run_1/ff_map.png
Bar = 50 um. Other sequential cells in the stronger grey, the rest of the logic in the fainter grey.
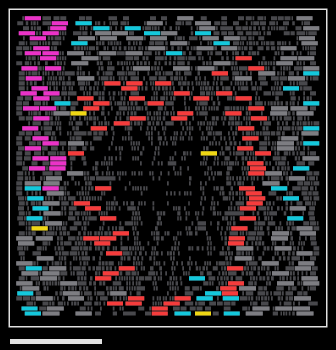
run_1/clock_wires.png
Bar = 50 um.
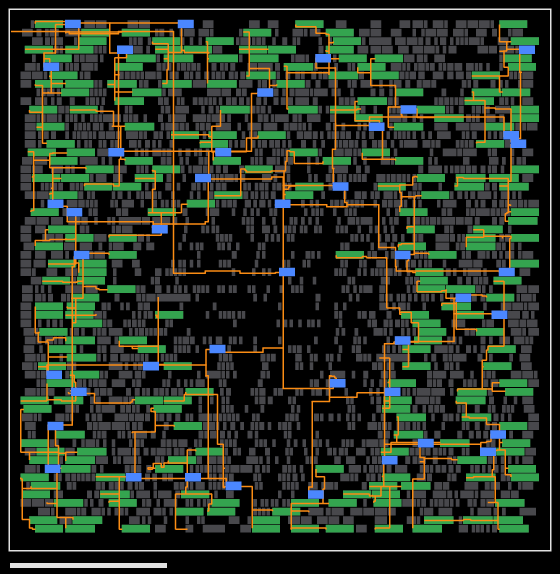
run_1/class_map.png
Bar = 50 um.
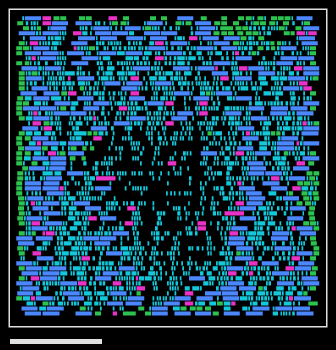
run_1/gates.png
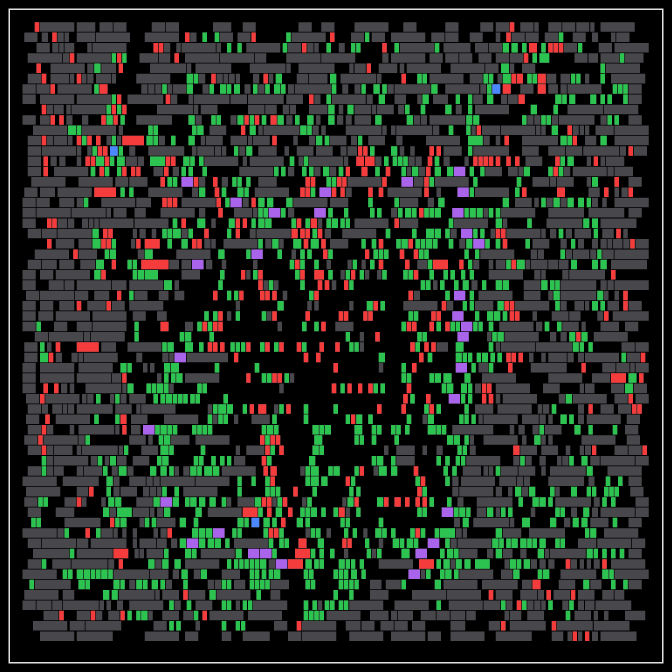
<file path="src/rtl/axi_clint_if.sv">
// rtl/axi_clint_if.sv - five-channel AXI-lite style bus between a requester and the CLINT
interface axi_clint_if #(
  parameter int DATA_LEN  = 32,
  parameter int STROB_LEN = DATA_LEN / 8
);
  logic                 awvalid;
  logic                 awready;
  logic [DATA_LEN-1:0]  waddr;
  logic                 wvalid;
  logic                 wready;
  logic [DATA_LEN-1:0]  wdata;
  logic [STROB_LEN-1:0] wstrob;
  logic                 bvalid;
  logic                 bready;
  logic [2:0]           bresp;
  logic                 arvalid;
  logic                 arready;
  logic [DATA_LEN-1:0]  raddr;
  logic                 rvalid;
  logic                 rready;
  logic [DATA_LEN-1:0]  rdata;
  logic [2:0]           rresp;

  modport master (
    output awvalid, waddr, wvalid, wdata, wstrob, bready, arvalid, raddr, rready,
    input  awready, wready, bvalid, bresp, arready, rvalid, rdata, rresp
  );

  modport slave (
    input  awvalid, waddr, wvalid, wdata, wstrob, bready, arvalid, raddr, rready,
    output awready, wready, bvalid, bresp, arready, rvalid, rdata, rresp
  );
endinterface

</file>
<file path="src/rtl/axi_clint.sv">
// rtl/axi_clint.sv - core-local timer: 64-bit mtime/mtimecmp behind an AXI-lite responder
module axi_clint #(
  parameter int          DATA_LEN  = 32,
  parameter int          STROB_LEN = DATA_LEN / 8,
  parameter logic [31:0] BASE_ADDR = 32'h0200_0000,
  parameter int          TICK_DIV  = 1
) (
  input  logic        clk,
  input  logic        rst_n,
  axi_clint_if.slave  bus,
  output logic        timer_irq
);

  localparam int PW = (TICK_DIV > 1) ? $clog2(TICK_DIV) : 1;
  localparam logic [2:0] RESP_OKAY   = 3'b000;
  localparam logic [2:0] RESP_DECERR = 3'b011;

  typedef enum logic [2:0] {
    SEL_CMP_LO,
    SEL_CMP_HI,
    SEL_TIME_LO,
    SEL_TIME_HI,
    SEL_NONE
  } sel_e;

  typedef enum logic { R_IDLE, R_RESP } r_state_e;
  typedef enum logic { W_IDLE, W_RESP } w_state_e;

  // Whole-word masking keeps every address bit in the compare while ignoring addr[1:0].
  function automatic sel_e decode(input logic [DATA_LEN-1:0] addr);
    logic [DATA_LEN-1:0] word;
    word = addr & ~32'h3;
    if (word == BASE_ADDR + 32'h4000)      return SEL_CMP_LO;
    else if (word == BASE_ADDR + 32'h4004) return SEL_CMP_HI;
    else if (word == BASE_ADDR + 32'hBFF8) return SEL_TIME_LO;
    else if (word == BASE_ADDR + 32'hBFFC) return SEL_TIME_HI;
    else                                   return SEL_NONE;
  endfunction

  function automatic logic [31:0] merge(input logic [31:0] old_val,
                                        input logic [31:0] new_val,
                                        input logic [3:0]  strb);
    logic [31:0] res;
    res = old_val;
    for (int i = 0; i < 4; i++) begin
      if (strb[i]) res[8*i +: 8] = new_val[8*i +: 8];
    end
    return res;
  endfunction

  logic [63:0]          mtime, mtime_nxt;
  logic [63:0]          mtimecmp, mtimecmp_nxt;
  logic [PW-1:0]        presc;
  logic                 tick;

  r_state_e             r_state, r_state_nxt;
  logic                 rd_fire;
  logic [DATA_LEN-1:0]  rdata_q;
  logic [2:0]           rresp_q;

  w_state_e             w_state, w_state_nxt;
  logic                 aw_held, w_held;
  logic [DATA_LEN-1:0]  aw_addr;
  logic [DATA_LEN-1:0]  w_data;
  logic [STROB_LEN-1:0] w_strb;
  logic                 aw_fire, w_fire, b_fire;
  logic                 wr_apply;
  sel_e                 wr_sel;
  logic [2:0]           bresp_q;

  // Prescaler and tick
  assign tick = (presc == PW'(TICK_DIV - 1));

  always_ff @(posedge clk or negedge rst_n) begin
    if (!rst_n) begin
      presc <= '0;
    end else if (tick) begin
      presc <= '0;
    end else begin
      presc <= presc + 1'b1;
    end
  end

  // Read channel
  always_ff @(posedge clk or negedge rst_n) begin
    if (!rst_n) r_state <= R_IDLE;
    else        r_state <= r_state_nxt;
  end

  always_comb begin
    r_state_nxt = r_state;
    rd_fire     = 1'b0;
    case (r_state)
      R_IDLE: begin
        if (bus.arvalid) begin
          rd_fire     = 1'b1;
          r_state_nxt = R_RESP;
        end
      end
      R_RESP: begin
        if (bus.rready) r_state_nxt = R_IDLE;
      end
      default: r_state_nxt = R_IDLE;
    endcase
  end

  always_ff @(posedge clk or negedge rst_n) begin
    if (!rst_n) begin
      rdata_q <= '0;
      rresp_q <= RESP_OKAY;
    end else if (rd_fire) begin
      rresp_q <= RESP_OKAY;
      case (decode(bus.raddr))
        SEL_CMP_LO:  rdata_q <= mtimecmp[31:0];
        SEL_CMP_HI:  rdata_q <= mtimecmp[63:32];
        SEL_TIME_LO: rdata_q <= mtime[31:0];
        SEL_TIME_HI: rdata_q <= mtime[63:32];
        default: begin
          rdata_q <= '0;
          rresp_q <= RESP_DECERR;
        end
      endcase
    end
  end

  assign bus.arready = (r_state == R_IDLE);
  assign bus.rvalid  = (r_state == R_RESP);
  assign bus.rdata   = rdata_q;
  assign bus.rresp   = rresp_q;

  // Write channel: AW and W are parked independently until both are present
  assign bus.awready = (w_state == W_IDLE) && !aw_held;
  assign bus.wready  = (w_state == W_IDLE) && !w_held;
  assign aw_fire     = bus.awvalid && bus.awready;
  assign w_fire      = bus.wvalid && bus.wready;
  assign b_fire      = (w_state == W_RESP) && bus.bready;
  assign wr_sel      = decode(aw_addr);

  always_ff @(posedge clk or negedge rst_n) begin
    if (!rst_n) w_state <= W_IDLE;
    else        w_state <= w_state_nxt;
  end

  always_comb begin
    w_state_nxt = w_state;
    wr_apply    = 1'b0;
    case (w_state)
      W_IDLE: begin
        if (aw_held && w_held) begin
          wr_apply    = 1'b1;
          w_state_nxt = W_RESP;
        end
      end
      W_RESP: begin
        if (bus.bready) w_state_nxt = W_IDLE;
      end
      default: w_state_nxt = W_IDLE;
    endcase
  end

  always_ff @(posedge clk or negedge rst_n) begin
    if (!rst_n) begin
      aw_held <= 1'b0;
      w_held  <= 1'b0;
      aw_addr <= '0;
      w_data  <= '0;
      w_strb  <= '0;
    end else begin
      if (aw_fire) begin
        aw_held <= 1'b1;
        aw_addr <= bus.waddr;
      end
      if (w_fire) begin
        w_held <= 1'b1;
        w_data <= bus.wdata;
        w_strb <= bus.wstrob;
      end
      if (b_fire) begin
        aw_held <= 1'b0;
        w_held  <= 1'b0;
      end
    end
  end

  always_ff @(posedge clk or negedge rst_n) begin
    if (!rst_n) begin
      bresp_q <= RESP_OKAY;
    end else if (wr_apply) begin
      bresp_q <= (wr_sel == SEL_NONE) ? RESP_DECERR : RESP_OKAY;
    end
  end

  assign bus.bvalid = (w_state == W_RESP);
  assign bus.bresp  = bresp_q;

  // Counter and compare registers; a write to either mtime half overrides the tick
  always_comb begin
    mtime_nxt    = mtime;
    mtimecmp_nxt = mtimecmp;
    if (tick) mtime_nxt = mtime + 64'd1;
    if (wr_apply) begin
      case (wr_sel)
        SEL_CMP_LO:  mtimecmp_nxt = {mtimecmp[63:32], merge(mtimecmp[31:0], w_data, w_strb)};
        SEL_CMP_HI:  mtimecmp_nxt = {merge(mtimecmp[63:32], w_data, w_strb), mtimecmp[31:0]};
        SEL_TIME_LO: mtime_nxt    = {mtime[63:32], merge(mtime[31:0], w_data, w_strb)};
        SEL_TIME_HI: mtime_nxt    = {merge(mtime[63:32], w_data, w_strb), mtime[31:0]};
        default: begin
          mtime_nxt    = (tick) ? mtime + 64'd1 : mtime;
          mtimecmp_nxt = mtimecmp;
        end
      endcase
    end
  end

  always_ff @(posedge clk or negedge rst_n) begin
    if (!rst_n) begin
      mtime     <= 64'd0;
      mtimecmp  <= 64'hFFFF_FFFF_FFFF_FFFF;
      timer_irq <= 1'b0;
    end else begin
      mtime     <= mtime_nxt;
      mtimecmp  <= mtimecmp_nxt;
      timer_irq <= (mtime >= mtimecmp);
    end
  end

endmodule

</file>
<file path="src/flat_wrapper.sv">
// flat-port wrapper written by rule: the top's interface ports become plain ports
module axi_clint_flat 
#(
  parameter int          DATA_LEN  = 32,
  parameter int          STROB_LEN = DATA_LEN / 8,
  parameter logic [31:0] BASE_ADDR = 32'h0200_0000,
  parameter int          TICK_DIV  = 1
)
  (clk, rst_n, timer_irq, bus_awvalid, bus_waddr, bus_wvalid, bus_wdata, bus_wstrob, bus_bready, bus_arvalid, bus_raddr, bus_rready, bus_awready, bus_wready, bus_bvalid, bus_bresp, bus_arready, bus_rvalid, bus_rdata, bus_rresp);
  axi_clint_if #(.DATA_LEN(DATA_LEN), .STROB_LEN(STROB_LEN)) bus_i ();
  input  logic clk;
  input  logic rst_n;
  output logic timer_irq;
  input wire logic [$bits(bus_i.awvalid)-1:0] bus_awvalid;
  input wire logic [$bits(bus_i.waddr)-1:0] bus_waddr;
  input wire logic [$bits(bus_i.wvalid)-1:0] bus_wvalid;
  input wire logic [$bits(bus_i.wdata)-1:0] bus_wdata;
  input wire logic [$bits(bus_i.wstrob)-1:0] bus_wstrob;
  input wire logic [$bits(bus_i.bready)-1:0] bus_bready;
  input wire logic [$bits(bus_i.arvalid)-1:0] bus_arvalid;
  input wire logic [$bits(bus_i.raddr)-1:0] bus_raddr;
  input wire logic [$bits(bus_i.rready)-1:0] bus_rready;
  output wire logic [$bits(bus_i.awready)-1:0] bus_awready;
  output wire logic [$bits(bus_i.wready)-1:0] bus_wready;
  output wire logic [$bits(bus_i.bvalid)-1:0] bus_bvalid;
  output wire logic [$bits(bus_i.bresp)-1:0] bus_bresp;
  output wire logic [$bits(bus_i.arready)-1:0] bus_arready;
  output wire logic [$bits(bus_i.rvalid)-1:0] bus_rvalid;
  output wire logic [$bits(bus_i.rdata)-1:0] bus_rdata;
  output wire logic [$bits(bus_i.rresp)-1:0] bus_rresp;
  assign bus_i.awvalid = bus_awvalid;
  assign bus_i.waddr = bus_waddr;
  assign bus_i.wvalid = bus_wvalid;
  assign bus_i.wdata = bus_wdata;
  assign bus_i.wstrob = bus_wstrob;
  assign bus_i.bready = bus_bready;
  assign bus_i.arvalid = bus_arvalid;
  assign bus_i.raddr = bus_raddr;
  assign bus_i.rready = bus_rready;
  assign bus_awready = bus_i.awready;
  assign bus_wready = bus_i.wready;
  assign bus_bvalid = bus_i.bvalid;
  assign bus_bresp = bus_i.bresp;
  assign bus_arready = bus_i.arready;
  assign bus_rvalid = bus_i.rvalid;
  assign bus_rdata = bus_i.rdata;
  assign bus_rresp = bus_i.rresp;
  axi_clint #(.DATA_LEN(DATA_LEN), .STROB_LEN(STROB_LEN), .BASE_ADDR(BASE_ADDR), .TICK_DIV(TICK_DIV)) u_core (.clk(clk), .rst_n(rst_n), .bus(bus_i), .timer_irq(timer_irq));
endmodule
</file>
<file path="config.mk">
export PLATFORM = sky130hd
export DESIGN_NAME = axi_clint_flat
export DESIGN_NICKNAME = d
export VERILOG_FILES = /design/src/rtl/axi_clint_if.sv /design/src/rtl/axi_clint.sv /design/src/flat_wrapper.sv
export SDC_FILE = /design/constraint.sdc
export NUM_CORES = 1
export LEC_CHECK = 0
export ABC_AREA = 1
export CAP_MARGIN = 20
export CORE_MARGIN = 3
export CORE_UTILIZATION = 55
export CTS_BUF_LIST = sky130_fd_sc_hd__clkbuf_4 sky130_fd_sc_hd__clkbuf_8
export DETAILED_ROUTE_END_ITERATION = 10
export PLACE_DENSITY = 0.74
export SLEW_MARGIN = 20
export SYNTH_ARGS = -nofsm -noshare
export SYNTH_HDL_FRONTEND = slang
export SYNTH_SLANG_ARGS = --single-unit
</file>
<file path="constraint.sdc">
create_clock -name clk -period 3.7 [get_ports clk]
set_clock_uncertainty 0.1 [all_clocks]
set_input_delay 0.74 -clock clk [delete_from_list [all_inputs] [get_ports clk]]
set_output_delay 0.74 -clock clk [all_outputs]
set_load 0.01 [all_outputs]
</file>
==> GITHUB_STEP_SUMMARY, run 1 <==
### Yosys + OpenROAD results

| Metric | Value |
|---|---|
| Yosys warnings | `0` |
| Netlist area before placement | `15100 um^2` |
| CTS tree | `done` |
| Adder Area Share | `5.38%` |
| GR Layer Usage met1 | `45.0%` |
| Synthesis-to-layout area growth | `17.9%` |
| Slew @ Worst Pin | `0.975 ns` |
| First-pass GRT wire length | `77.3 mm` |
| Pre-Repair DR Iteration Count | `5` |
| Routed WL | `49.4 mm` |
| Register area | `5910 um^2` |
| Ys cells | `2145` |
| Clock network area share | `5.26%` |
| Reg power frac | `44.9%` |
| PD cells | `432 nW/um^2` |
| Routing usage on met3 | `5.65%` |
| Repair and plain buffers | `170` |
| Layout inverter count without the clock tree | `222` |
| Vias in the first global route | `14500` |
| Final Cycle Share | `76.6%` |
| Most common reg cell | `dfrtp_1` |
| Crit path launch type | `flip-flop` |
| CTS Sinks | `233` |
| Clock group | `2680 uW` |
| Crit Path Max Fanout | `9` |
| Cell breakdown of the critical path | `ha_1 > nand3_1 > nor2_2 > nand2_1 > nor2_1 > nand3_1 > nand2_1 > nand3_1 > nand3_1 > nand2_1 > inv_1` |
| Chip Area, Yosys | `15100 um^2` |
| Residual DRC | `0` |
| XORs/XNORs by Area | `1.80%` |
| Worst slack at placement | `0.851 ns` |
| Worst vdd ir | `0.464 mV` |
| Share of layout cells above drive strength 1 | `11.6%` |
| Fin worst setup slack | `0.865 ns` |
| Tap cell count | `341` |
| Seq group | `3450 uW` |
| Signal buffers share of area | `9.35%` |
| Static Leak | `0.00856 uW` |
| Status | `completed` |
| Final Hold Fails | `0` |
| Crit path buf inv count | `1` |
| Final tally of max-slew violations | `0` |
| Worst path required time | `4.08 ns` |
| Design Power | `7690 uW` |
| WS Path Type | `flip-flop to flip-flop` |
| Ao+oa area frac | `9.06%` |
| Cells on worst reg2reg path | `11` |
| Starting density of the core | `56.1%` |
| Top comb family, area | `simple AND/OR/NAND/NOR gates` |
Notes on ff_map.png above:
- `u_core.w_strb`: yellow (flops 4)
- `u_core.aw_addr`: magenta (flops 30)
- `u_core.mtime`: red (flops 64)
- `u_core.w_data`: cyan (flops 32; where widely spread)
- not coloured: 103

Notes on clock_wires.png above:
- flip-flops: green (count 233)
- clock wires: orange (length 3380 um)
- clock-net drivers: blue (count 42)
- routed clock nets: 43
- flops lie: widely spread

Notes on class_map.png above:
- registers: blue (cells 233; share of their area 34%)
- clock drivers and dummy loads: magenta (cells 77; share of their area 5.4%)
- remaining buffers and delay cells: green (cells 170; share of their area 9.6%)
- remaining logic cells: cyan (cells 1844; share of their area 51%)
Core Area: 27000 um^2
Design Area, Final: 17800 um^2
Final Util: 66.1%
sequential cell area share: 33.2%

Notes on gates.png above:
- nand cells: green (cells 897; where widely spread)
- xor and xnor cells: purple (cells 31)
- and/or cells: blue (cells 3)
- nor cells: red (cells 350; where widely spread)
Cell Count, Final, Fillers Out: 2665
multi-input combinational area share: 45.1%
Top cell excl fill/tap: nand2_1

==> run 1: cells in the mapped netlist, drive strengths merged, types with 27 or more instances <==
master | n | area, um^2
o21ai | 128 | 648
nor2 | 330 | 1320
nand4 | 27 | 169
dfrtp | 169 | 4230
a21oi | 114 | 676
nand3 | 234 | 1170
inv | 221 | 832
nand2 | 635 | 2440
buf | 37 | 235
dfstp | 64 | 1680
clkbuf | 32 | 121
ha | 65 | 813
==> run 1: registers in the layout, summed over array words and instances (netlist names), 4 cells and up <==
register          cells
u_core.w_strb         4
u_core.mtime         64
u_core.w_data        32
u_core.bus.rdata     32
u_core.mtimecmp      64
u_core.aw_addr       30
==> run 1: routing by layer <==
layer,vias up,part of all wire [%]
met2,617,46
met1,7003,42
li1,7183,-
met5,-,0
met3,149,7.2
met4,0,4.5
==> inputs of run 2 (changes only) <==
==> constraint.sdc (replaced) <==
create_clock -name clk -period 2.7 [get_ports clk]
set_clock_uncertainty 0.1 [all_clocks]
set_input_delay 0.54 -clock clk [delete_from_list [all_inputs] [get_ports clk]]
set_output_delay 0.54 -clock clk [all_outputs]
set_load 0.01 [all_outputs]
==> run 2 against run 1 <==
Compared with the run above: register-to-register slack worse by 0.55 ns; die size unchanged; total power up 38%; setup slack worse by 0.55 ns; area after synthesis unchanged; fmax up 19%; largest cell class unchanged.
==> GITHUB_STEP_SUMMARY, run 2 <==
### Yosys + OpenROAD results

| Metric | Value |
|---|---|
| GR Layer Usage met1 | `45.0% (about the same)` |
| Starting density of the core | `56.1% (unchanged)` |
| Most common reg cell | `dfrtp_1` |
| XORs/XNORs by Area | `1.80% (unchanged)` |
| First-pass GRT wire length | `77.0 mm (-0.38%)` |
| Netlist area before placement | `15100 um^2 (unchanged)` |
| Reg power frac | `44.5% (-0.4 points)` |
| Antenna Cells | `0` |
| Vias in the first global route | `14300 (-0.91%)` |
| CTS Sinks | `233 (unchanged)` |
| Crit path launch type | `flip-flop` |
| Max-cap viol count | `0` |
| Top cell excl fill/tap | `nand2_1` |
| Worst path required time | `3.08 ns (-1.00 ns)` |
| Slew @ Worst Pin | `0.710 ns (-0.265 ns)` |
| Status | `completed` |
| Residual DRC | `0 (unchanged)` |
| # IOs | `151` |
| Cells on worst reg2reg path | `11 (unchanged)` |
| WS Path Type | `flip-flop to flip-flop` |
| Top cells by count, synth | `624 x nand2_1, 318 x nor2_1, 234 x nand3_1` |
| Crit Path Max Fanout | `13 (+4)` |
| Num CTS Buffers | `42` |
| WL met2 | `23.1 mm (+2.2%)` |
| Final Util | `67.1% (+1.0 points)` |
| Final Hold Fails | `0 (unchanged)` |
| Final nets | `2487` |
| Core Area | `27000 um^2 (unchanged)` |
| Synth top area share | `28.0% (unchanged)` |
| Biggest regs | `u_core.mtime x64, u_core.mtimecmp x64` |
| Yosys warnings | `0 (unchanged)` |
| Setup-failing EPs final | `0` |
| HPWL reported at the end of detailed placement | `37.5 mm` |
| Top sig layer | `met4` |
| Worst vdd ir | `0.667 mV (+44%)` |
| Iteration-0 DRC count of the detailed router | `1423` |
| Routing usage on met3 | `5.49% (-0.16 points)` |
| Final tally of max-slew violations | `0 (unchanged)` |
| Routed WL | `49.8 mm (+0.82%)` |
| Worst slack at placement | `0.0149 ns (-0.836 ns)` |
| Met3 wire len | `3.75 mm (+4.8%)` |
| Post-Synthesis Cells | `2145` |
| Synthesis-to-layout area growth | `19.7%` |
| PD cells | `586 nW/um^2 (+36%)` |
| Wl on met1 | `21.2 mm (+1.1%)` |
| Die ar. | `29500 um^2` |
| Via density | `5.61` |
| Final Cycle Share | `88.2% (+12 points)` |
| Synth area leaders | `dfrtp_1 28%, nand2_1 16%, dfstp_2 11%` |
| P_comb | `2230 uW` |
| Fmax | `0.420 GHz` |
| Static Leak | `0.00868 uW (+1.4%)` |
| Ao+oa area frac | `9.06% (unchanged)` |
| Area leader, netlist | `dfrtp_1` |
| Design Area, Final | `18100 um^2 (+1.6%)` |
| Flip-flops with a built-in enable | `0` |
| Adder Area Share | `5.38% (unchanged)` |
| Dpl cells | `2611` |
| Top comb family, area | `simple AND/OR/NAND/NOR gates` |
| Clock Power Share | `34.5%` |
| Final setup TNS | `0 ns` |
| GRT Max-Usage Layer | `met2` |
| Pre-Repair DR Iteration Count | `7 (+2)` |
| Cell Count, Final, Fillers Out | `2689 (+0.90%)` |
| Ys cells | `2145 (unchanged)` |
| Chip Area, Yosys | `15100 um^2 (unchanged)` |
| CTS tree | `done` |
| Mux frac, synth | `1.94%` |
| Fin worst setup slack | `0.319 ns (-0.546 ns)` |
| Design Power | `10600 uW (+38%)` |
| Min cycle time layout | `2.38 ns` |
| Share of layout cells above drive strength 1 | `12.5% (+0.86 points)` |
| Most numerous cell in the Yosys netlist | `nand2_1` |
| Clock group | `3660 uW (+37%)` |
==> run 2: cell counts after synthesis <==
Identical to the previous run, type by type.
==> run 2: critical path: stages (launching register included) <==
cell and delay, ns:
dfrtp_1 0.37, nor2_1 0.21, inv_2 0.07, nor2_1 0.14
nand2_1 0.10, nor2_1 0.20, o21ai_4 0.18, nor2_2 0.58
nand2_1 0.14, nand3_1 0.11, nand2_1 0.06, inv_1 0.05
==> run 2: area by class of cell <==
type	count	area, um^2
Multi-Input combinational cell	1622	8040
Clock buffer	66	821
Fill cell	2375	8860
Sequential cell	233	5910
Clock inverter	11	110
Timing Repair Buffer	194	1950
Inverter	222	836
Tap cell	341	427
==> run 2: what timing repair did <==
item                                    CTS  global route
endpoints found under the setup margin    0             1
endpoints found under the hold margin    47             0
hold buffers                              1             0
gates resized                             0             1
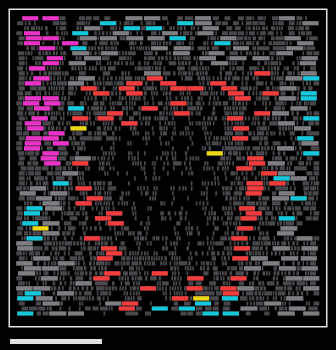
run_2/ff_map.png
Bar = 50 um. Other sequential cells in the stronger grey, the rest of the logic in the fainter grey.
Seq group: 4720 uW
sequential cell area share: 32.7%
register area: 5910 um^2

==> inputs of run 3 (changes only) <==
--- a/config.mk
+++ b/config.mk
@@ -12,6 +12,7 @@
 export CTS_BUF_LIST = sky130_fd_sc_hd__clkbuf_4 sky130_fd_sc_hd__clkbuf_8
 export DETAILED_ROUTE_END_ITERATION = 10
 export PLACE_DENSITY = 0.74
+export REMOVE_ABC_BUFFERS = 1
 export SLEW_MARGIN = 20
 export SYNTH_ARGS = -nofsm -noshare
 export SYNTH_HDL_FRONTEND = slang
==> run 3 against run 2 <==
Compared with the run above: sequential share of layout area increased by 0.084 points; critical path depth increased by 2; synthesized cell count did not move; cell count down 0.45%; fmax is 1.9% lower; sequential power about the same; register-to-register slack worse by 0.05 ns; cell area shrank 0.26%; largest power group unchanged.
==> GITHUB_STEP_SUMMARY, run 3 <==
### Yosys + OpenROAD results

| Metric | Value |
|---|---|
| CTS tree | `done` |
| Max-cap viol count | `0 (unchanged)` |
| Synthesis-to-layout area growth | `19.4%` |
| Worst path required time | `3.08 ns (about the same)` |
| Cell family with most CP delay | `simple AND/OR/NAND/NOR gates` |
| WS Path Type | `flip-flop to flip-flop` |
| Status | `completed` |
| PD cells | `583 nW/um^2 (-0.53%)` |
| Top comb family, area | `simple AND/OR/NAND/NOR gates` |
| Worst vdd ir | `0.651 mV (-2.4%)` |
| Area leader, netlist | `dfrtp_1` |
| Clock Power Share | `35.2% (+0.7 points)` |
| Cell breakdown of the critical path | `nor2_1 > nand3_1 > nor2_1 > nand2_1 > inv_2 > nand2_2 > nor2_8 > buf_4 > buf_4 > nand2_2 > inv_2 > nand2_1 > nand2_1` |
| Top cell by count, worst path | `nand2_1` |
| Cells on worst reg2reg path | `13 (+2)` |
| Worst slack at placement | `0.247 ns (+0.233 ns)` |
| Biggest regs | `u_core.mtime x64, u_core.mtimecmp x64` |
| CTS resizes | `0 (unchanged)` |
| Ao+oa area frac | `9.06% (unchanged)` |
| # IOs | `151 (unchanged)` |
| Crit Path Max Fanout | `13 (unchanged)` |
| Synth top area share | `28.0% (unchanged)` |
| Adder Area Share | `5.38% (unchanged)` |
| Design Area, Final | `18000 um^2 (-0.26%)` |
| P_comb | `2130 uW (-4%)` |
| CP max-delay cell | `dfrtp_1` |
| Final Util | `67.0% (-0.17 points)` |
| CTS Sinks | `233 (unchanged)` |
| Slew @ Worst Pin | `0.677 ns (-0.0325 ns)` |
| Flip-flops with a built-in enable | `0 (unchanged)` |
| Pre-Repair DR Iteration Count | `5 (-2)` |
| Die ar. | `29500 um^2 (unchanged)` |
| Min cycle time layout | `2.43 ns (+0.0466 ns)` |
| Final nets | `2477 (-0.40%)` |
| Crit path launch type | `flip-flop` |
| Static Leak | `0.00865 uW (-0.37%)` |
| Final Hold Fails | `0 (unchanged)` |
| Final tally of max-slew violations | `0 (unchanged)` |
| Most common reg cell | `dfrtp_1` |
| Clock group | `3700 uW (+1%)` |
| Seq group | `4690 uW (about the same)` |
| Num CTS Buffers | `41 (-2.4%)` |
| Routed WL | `48.5 mm (-2.7%)` |
| Antenna Cells | `0 (unchanged)` |
| Reg power frac | `44.6% (about the same)` |
| Dpl cells | `2602 (-0.34%)` |
| Synth area leaders | `dfrtp_1 28%, nand2_1 16%, dfstp_2 11%` |
| Iteration-0 DRC count of the detailed router | `1377 (-3.2%)` |
| Fin worst setup slack | `0.273 ns (-0.0466 ns)` |
| Chip Area, Yosys | `15100 um^2 (unchanged)` |
| Crit-path max cell delay | `0.38 ns (-0.20 ns)` |
| HPWL reported at the end of detailed placement | `36.1 mm (-3.8%)` |
| Netlist area before placement | `15100 um^2 (unchanged)` |
| Setup-failing EPs final | `0 (unchanged)` |
| Via density | `5.58 (-0.63%)` |
| Share of layout cells above drive strength 1 | `12.0% (-0.45 points)` |
-- run 3: routing by layer --
layer / share of wire [%] / vias to the layer above / global-route usage (%)
met5: 0 / - / 0
met4: 4.7 / 0 / 14.1
met3: 7.0 / 160 / 5.75
met2: 46 / 608 / 54.9
met1: 42 / 6953 / 42.5
li1: - / 7214 / -
-- run 3: cell type report --
type,count,area (um^2)
Fill cell,2388,8900
Sequential cell,233,5910
Multi-Input combinational cell,1622,8030
Clock inverter,7,113
Tap cell,341,427
Timing Repair Buffer,185,1910
Clock buffer,67,822
Inverter,222,836
-- run 3: what timing repair did --
action,in CTS,in global routing
hold buffers,1,0
endpoints found under the hold margin,45,0
setup endpoints to repair,0,0
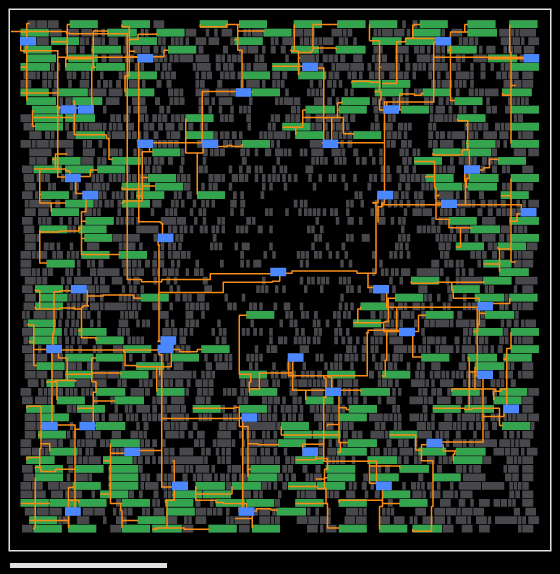
run_3/clock_wires.png
Bar = 50 um.
- clock wires: orange (length 3330 um)
- flip-flops: green (count 233)
- clock-net drivers: blue (count 41)
- routed clock nets: 42
- flops lie: widely spread

Power figures rest on the tool's default switching activity, not on a simulated workload.
